--- config.mk ---
export PLATFORM = sky130hd
export DESIGN_NAME = instruction_decode_unit
export DESIGN_NICKNAME = d
export VERILOG_FILES = /design/src/rtl/instruction_decode_unit.sv
export SDC_FILE = /design/constraint.sdc
export NUM_CORES = 2
export LEC_CHECK = 0
export CAP_MARGIN = 10
export CORE_MARGIN = 3
export CORE_UTILIZATION = 60
export CTS_CLUSTER_SIZE = 8
export DETAILED_ROUTE_END_ITERATION = 12
export PLACE_DENSITY = 0.79
export SYNTH_ARGS = -nofsm -noshare
export SYNTH_HDL_FRONTEND = slang
export SYNTH_SLANG_ARGS = --single-unit
--- constraint.sdc ---
create_clock -name Clk -period 66.3 [get_ports Clk]
set_input_delay 13.26 -clock Clk [delete_from_list [all_inputs] [get_ports Clk]]
set_output_delay 13.26 -clock Clk [all_outputs]
set_load 0.03 [all_outputs]
--- src/rtl/instruction_decode_unit.sv ---
// ID stage of the six-stage MIPS32 pipeline: register file with write-back
// bypass, instruction decode, branch/jump resolution and RAW stall detection.
module instruction_decode_unit (
   input  logic        Clk,
   input  logic        Reset,
   input  logic [31:0] IF_ID_Instruction,
   input  logic [31:0] IF_ID_PC4,
   input  logic [31:0] WB_WriteData,
   input  logic [4:0]  MEM_WB_WriteRegister,
   input  logic        MEM_WB_RegWrite,
   input  logic        ID_EX_RegWrite,
   input  logic        EX_MEM_RegWrite,
   input  logic        MEM_SAD_RegWrite,
   input  logic [4:0]  EX_WriteRegister,
   input  logic [4:0]  EX_MEM_WriteRegister,
   input  logic [4:0]  MEM_SAD_WriteRegister,
   output logic [31:0] ID_rs_val,
   output logic [31:0] ID_rt_val,
   output logic [31:0] ID_ext_imm,
   output logic [4:0]  ID_rt,
   output logic [4:0]  ID_rd,
   output logic [4:0]  ID_shamt,
   output logic [3:0]  ID_ALUControl,
   output logic        ID_R,
   output logic        ID_RegWrite,
   output logic        ID_MemWrite,
   output logic        ID_MemRead,
   output logic        ID_HalfControl,
   output logic        ID_ByteControl,
   output logic        ID_JALControl,
   output logic        ID_frame_shift,
   output logic        ID_window_shift,
   output logic        ID_PCSrc,
   output logic [31:0] ID_new_PC,
   output logic        ID_stall
);

   typedef enum logic [3:0] {
      ALU_ADD = 4'd0, ALU_SUB = 4'd1, ALU_AND = 4'd2, ALU_OR = 4'd3,
      ALU_XOR = 4'd4, ALU_NOR = 4'd5, ALU_SLT = 4'd6, ALU_SLTU = 4'd7,
      ALU_SLL = 4'd8, ALU_SRL = 4'd9, ALU_SRA = 4'd10, ALU_SLLV = 4'd11,
      ALU_SRLV = 4'd12, ALU_SRAV = 4'd13, ALU_LUI = 4'd14, ALU_MUL = 4'd15
   } aluOp_e;

   logic [31:0] regs_q [32];
   logic [5:0]  opcode, funct;
   logic [4:0]  rsIdx, rtIdx, rdIdx;
   logic [15:0] imm;
   logic        wbHitRs, wbHitRt;

   aluOp_e      aluOp;
   logic        zeroExt, usesRs, usesRt, isJump, jumpReg, branchTaken, linkRd31;
   logic        rsPending, rtPending;
   logic [31:0] branchTarget, jumpTarget;

   assign opcode = IF_ID_Instruction[31:26];
   assign rsIdx  = IF_ID_Instruction[25:21];
   assign rtIdx  = IF_ID_Instruction[20:16];
   assign rdIdx  = IF_ID_Instruction[15:11];
   assign funct  = IF_ID_Instruction[5:0];
   assign imm    = IF_ID_Instruction[15:0];

   assign ID_rt    = rtIdx;
   assign ID_shamt = IF_ID_Instruction[10:6];

   // Register file: cleared asynchronously, written from WB except $0
   always_ff @(posedge Clk or posedge Reset) begin
      if (Reset) begin
         for (int i = 0; i < 32; i++) regs_q[i] <= '0;
      end else if (MEM_WB_RegWrite && (MEM_WB_WriteRegister != 5'd0)) begin
         regs_q[MEM_WB_WriteRegister] <= WB_WriteData;
      end
   end

   // Reads see $0 as zero and take same-cycle WB data ahead of the array
   assign wbHitRs = MEM_WB_RegWrite && (MEM_WB_WriteRegister == rsIdx) && (rsIdx != 5'd0);
   assign wbHitRt = MEM_WB_RegWrite && (MEM_WB_WriteRegister == rtIdx) && (rtIdx != 5'd0);
   assign ID_rs_val = (rsIdx == 5'd0) ? 32'd0 : (wbHitRs ? WB_WriteData : regs_q[rsIdx]);
   assign ID_rt_val = (rtIdx == 5'd0) ? 32'd0 : (wbHitRt ? WB_WriteData : regs_q[rtIdx]);

   // Main decoder: control flags, operand usage and branch/jump resolution
   always_comb begin
      aluOp           = ALU_ADD;
      ID_R            = 1'b0;
      ID_RegWrite     = 1'b0;
      ID_MemWrite     = 1'b0;
      ID_MemRead      = 1'b0;
      ID_HalfControl  = 1'b0;
      ID_ByteControl  = 1'b0;
      ID_JALControl   = 1'b0;
      ID_frame_shift  = 1'b0;
      ID_window_shift = 1'b0;
      zeroExt         = 1'b0;
      usesRs          = 1'b0;
      usesRt          = 1'b0;
      isJump          = 1'b0;
      jumpReg         = 1'b0;
      branchTaken     = 1'b0;
      linkRd31        = 1'b0;
      case (opcode)
         6'h00: begin
            ID_R        = 1'b1;
            ID_RegWrite = 1'b1;
            usesRs      = 1'b1;
            usesRt      = 1'b1;
            case (funct)
               6'h20, 6'h21: aluOp = ALU_ADD;
               6'h22, 6'h23: aluOp = ALU_SUB;
               6'h24: aluOp = ALU_AND;
               6'h25: aluOp = ALU_OR;
               6'h26: aluOp = ALU_XOR;
               6'h27: aluOp = ALU_NOR;
               6'h2A: aluOp = ALU_SLT;
               6'h2B: aluOp = ALU_SLTU;
               6'h00: begin aluOp = ALU_SLL; usesRs = 1'b0; end
               6'h02: begin aluOp = ALU_SRL; usesRs = 1'b0; end
               6'h03: begin aluOp = ALU_SRA; usesRs = 1'b0; end
               6'h04: aluOp = ALU_SLLV;
               6'h06: aluOp = ALU_SRLV;
               6'h07: aluOp = ALU_SRAV;
               6'h08: begin
                  ID_RegWrite = 1'b0;
                  usesRt      = 1'b0;
                  isJump      = 1'b1;
                  jumpReg     = 1'b1;
               end
               6'h09: begin
                  ID_JALControl = 1'b1;
                  usesRt        = 1'b0;
                  isJump        = 1'b1;
                  jumpReg       = 1'b1;
               end
               default: begin
                  ID_R        = 1'b0;
                  ID_RegWrite = 1'b0;
                  usesRs      = 1'b0;
                  usesRt      = 1'b0;
               end
            endcase
         end
         6'h1C: begin
            if (funct == 6'h02) begin
               aluOp       = ALU_MUL;
               ID_R        = 1'b1;
               ID_RegWrite = 1'b1;
               usesRs      = 1'b1;
               usesRt      = 1'b1;
            end
         end
         6'h08, 6'h09: begin ID_RegWrite = 1'b1; usesRs = 1'b1; aluOp = ALU_ADD; end
         6'h0A: begin ID_RegWrite = 1'b1; usesRs = 1'b1; aluOp = ALU_SLT; end
         6'h0B: begin ID_RegWrite = 1'b1; usesRs = 1'b1; aluOp = ALU_SLTU; end
         6'h0C: begin ID_RegWrite = 1'b1; usesRs = 1'b1; aluOp = ALU_AND; zeroExt = 1'b1; end
         6'h0D: begin ID_RegWrite = 1'b1; usesRs = 1'b1; aluOp = ALU_OR;  zeroExt = 1'b1; end
         6'h0E: begin ID_RegWrite = 1'b1; usesRs = 1'b1; aluOp = ALU_XOR; zeroExt = 1'b1; end
         6'h0F: begin ID_RegWrite = 1'b1; aluOp = ALU_LUI; end
         6'h23, 6'h21, 6'h20, 6'h38, 6'h39: begin
            ID_RegWrite     = 1'b1;
            ID_MemRead      = 1'b1;
            usesRs          = 1'b1;
            ID_HalfControl  = (opcode == 6'h21);
            ID_ByteControl  = (opcode == 6'h20);
            ID_frame_shift  = (opcode == 6'h38);
            ID_window_shift = (opcode == 6'h39);
         end
         6'h2B, 6'h29, 6'h28: begin
            ID_MemWrite    = 1'b1;
            usesRs         = 1'b1;
            usesRt         = 1'b1;
            ID_HalfControl = (opcode == 6'h29);
            ID_ByteControl = (opcode == 6'h28);
         end
         6'h04: begin usesRs = 1'b1; usesRt = 1'b1; branchTaken = (ID_rs_val == ID_rt_val); end
         6'h05: begin usesRs = 1'b1; usesRt = 1'b1; branchTaken = (ID_rs_val != ID_rt_val); end
         6'h06: begin usesRs = 1'b1; branchTaken = ID_rs_val[31] || (ID_rs_val == 32'd0); end
         6'h07: begin usesRs = 1'b1; branchTaken = !ID_rs_val[31] && (ID_rs_val != 32'd0); end
         6'h01: begin
            if (rtIdx == 5'd0) begin
               usesRs      = 1'b1;
               branchTaken = ID_rs_val[31];
            end else if (rtIdx == 5'd1) begin
               usesRs      = 1'b1;
               branchTaken = !ID_rs_val[31];
            end
         end
         6'h02: isJump = 1'b1;
         6'h03: begin
            isJump        = 1'b1;
            ID_R          = 1'b1;
            ID_RegWrite   = 1'b1;
            ID_JALControl = 1'b1;
            linkRd31      = 1'b1;
         end
         default: ;
      endcase
   end

   assign ID_ALUControl = aluOp;
   assign ID_ext_imm    = zeroExt ? {16'd0, imm} : {{16{imm[15]}}, imm};
   assign ID_rd         = linkRd31 ? 5'd31 : rdIdx;

   // A used, nonzero source that a later stage will still write forces a stall
   assign rsPending = usesRs && (rsIdx != 5'd0) &&
                      ((ID_EX_RegWrite   && (EX_WriteRegister      == rsIdx)) ||
                       (EX_MEM_RegWrite  && (EX_MEM_WriteRegister  == rsIdx)) ||
                       (MEM_SAD_RegWrite && (MEM_SAD_WriteRegister == rsIdx)));
   assign rtPending = usesRt && (rtIdx != 5'd0) &&
                      ((ID_EX_RegWrite   && (EX_WriteRegister      == rtIdx)) ||
                       (EX_MEM_RegWrite  && (EX_MEM_WriteRegister  == rtIdx)) ||
                       (MEM_SAD_RegWrite && (MEM_SAD_WriteRegister == rtIdx)));
   assign ID_stall = rsPending || rtPending;

   assign branchTarget = IF_ID_PC4 + {ID_ext_imm[29:0], 2'b00};
   assign jumpTarget   = {IF_ID_PC4[31:28], IF_ID_Instruction[25:0], 2'b00};
   assign ID_new_PC    = jumpReg ? ID_rs_val : (isJump ? jumpTarget : branchTarget);
   assign ID_PCSrc     = (isJump || branchTaken) && !ID_stall;

endmodule

==> run_results.csv <==
group,metric,value,unit
synthesis,ys_cells,4199,
die,placementRows,114,
die,io_pins,280,
pwr,p_sw_share,29.98,%
cells_and_area,seq_share,38.80,%
synthesis,yosys_area,58740,um2
clock_tree,postCtsSetupBuffers,0,
clock_tree,numCtsBuffers,145,
die,taps,1276,
final_timing,worst_slew_pin_slew,1.463,ns
synthesis,common_cells,"dfrtp_1, mux2_2, mux4_2, clkbuf_1, nand2_1",
cells_and_area,final_cell_area,66040,um2
pwr,p_comb,516,uW
pwr,p_total,2.024,mW
cells_and_area,area_growth,12.42,%
synthesis,synthMostInstantiatedCell,"dfrtp_1",
synthesis,topCellsByArea,"dfrtp_1, mux4_2, mux2_2, clkbuf_1, mux2i_1",
synthesis,fp_nets,4351,
cells_and_area,seq_area,25620,um2
route,drt_iter0_markers,5896,
flow_run,maxCapViolations,0,
synthesis,aoi_share,5.655,%
synthesis,synth-edff-count,0,
clock_tree,clockBufferDepth,3,
worst_setup_path,crit_arrival,19.97,ns
route,wl_met1,71.24,mm
outcome,outcome,"completed",
worst_setup_path,worstSetupPathType,"primary input to output port",
clock_tree,clk_pin_slew,0.05,ns
min_path,worstHoldPathCells,0,
cells_and_area,final_layout_size_suffix_gt1_share,43.96,%
pwr,p_sw,606.8,uW
synthesis,synth-seq-cells,1024,
global_routing,grt_pass1_wl,295.0,mm
worst_setup_path,path_delay_family,"buffers and inverters",
worst_setup_path,cp_slowest_cell,"buf_4",
route,firstDrtPassIters,8,
synthesis,ys_warn_count,0,
synthesis,simple_gate_share,3.804,%
cells_and_area,nNonClkInverters,32,
route,met2_length,89.06,mm
final_timing,setup_ws,33.07,ns
worst_setup_path,cp_max_fo,65,
worst_setup_path,cp.buffers_inverters,5,
final_timing,setup_violations,0,
final_timing,hold_viol_final,0,
clock_tree,cts_tree,"done",
cells_and_area,largest_register_ffs,1024,
worst_setup_path,rrSetupSlack,65.48,ns
clock_tree,clkLatencyLatePin,0.75,ns
pwr,power_frac_clock,33.2,%
placed_design,gp_congestion,0.9631,
min_path,worstHoldEndpoint,"regs_q[992]",
synthesis,yosysTopAreaCell,"dfrtp_1",
synthesis,synth_area_per_cell,13.99,um2
cells_and_area,clockNetworkAreaShare,5.921,%
pwr,power_leader,"registers",
min_path,hold_class,"flop to flop",
worst_setup_path,required,53.04,ns
placed_design,pre_cts_ws,32.95,ns
pwr,p_leak,28.14,nW
worst_setup_path,worst_setup_path_start_kind,"primary input",
global_routing,grt-busiest-layer,"met2",
worst_setup_path,path_common_cell,"buf_4",
route,wl_met3,28.30,mm
pwr,combPwrFrac,25.5,%
route,antenna_left,0,
placed_design,dp_hpwl,120.5,mm
route,vias_per_cell,7.648,
die,initCoreUtil,60.65,%
worst_setup_path,crit_path_max_incr_delay,0.81,ns
Fig. 1: routed metal, one color a layer
Only two layers are drawn.
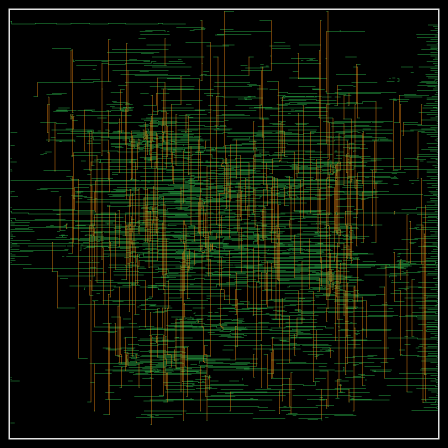
metal 4: marked orange, wire length 13500 um. metal 3: marked green, wire length 28.3 mm.
wire per inst: 36.25 um
Via Count: 42650
Post-Route WL: 202.2 mm

Fig. 2: pin placement
Pins as bars across the die edge, other pins in gray.
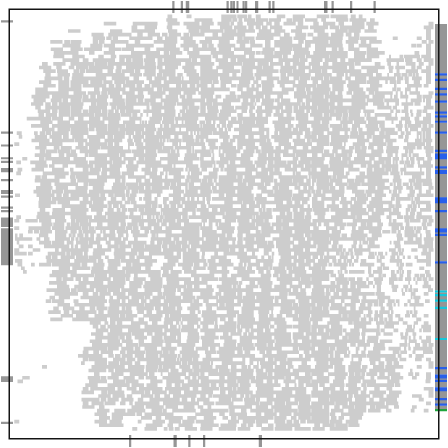
`EX_MEM_WriteRegister`: marked cyan, pins 5, direction input, edge right. `ID_new_PC`: marked blue, pins 32, direction output, edge right. `EX_MEM_RegWrite`: marked green, pins 1, direction input, edge right.
All pins by edge: 212 right, 42 left, 19 top, 7 bottom.
Die Wd: 318.9 um
Die Y: 318.9 um
PortBufs: 279

Fig. 3: routing congestion
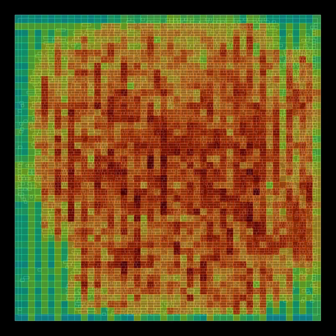
utilization after layout: 68.18%
grt met3 use: 14.83%
Tot GR Track Use: 39.77%
met1 Track Usage GR: 51.60%
met2 Use GR: 58.18%

Fig. 4: clock distribution
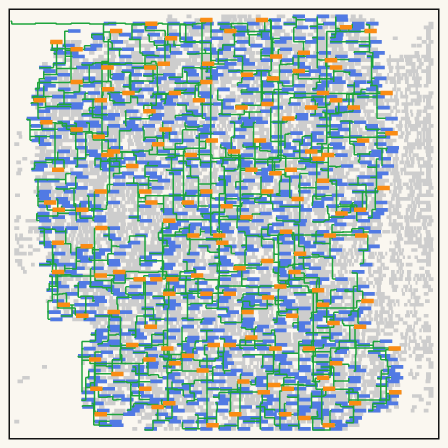
clock drivers: marked orange, count 145. flip-flops: marked blue, count 1024. clock wires: marked green, length 13400 um.
There are 146 routed clock nets.
Clk power: 672 uW
Final Skew: 0 ns

Power figures rest on the tool's default switching activity, not on a simulated workload.
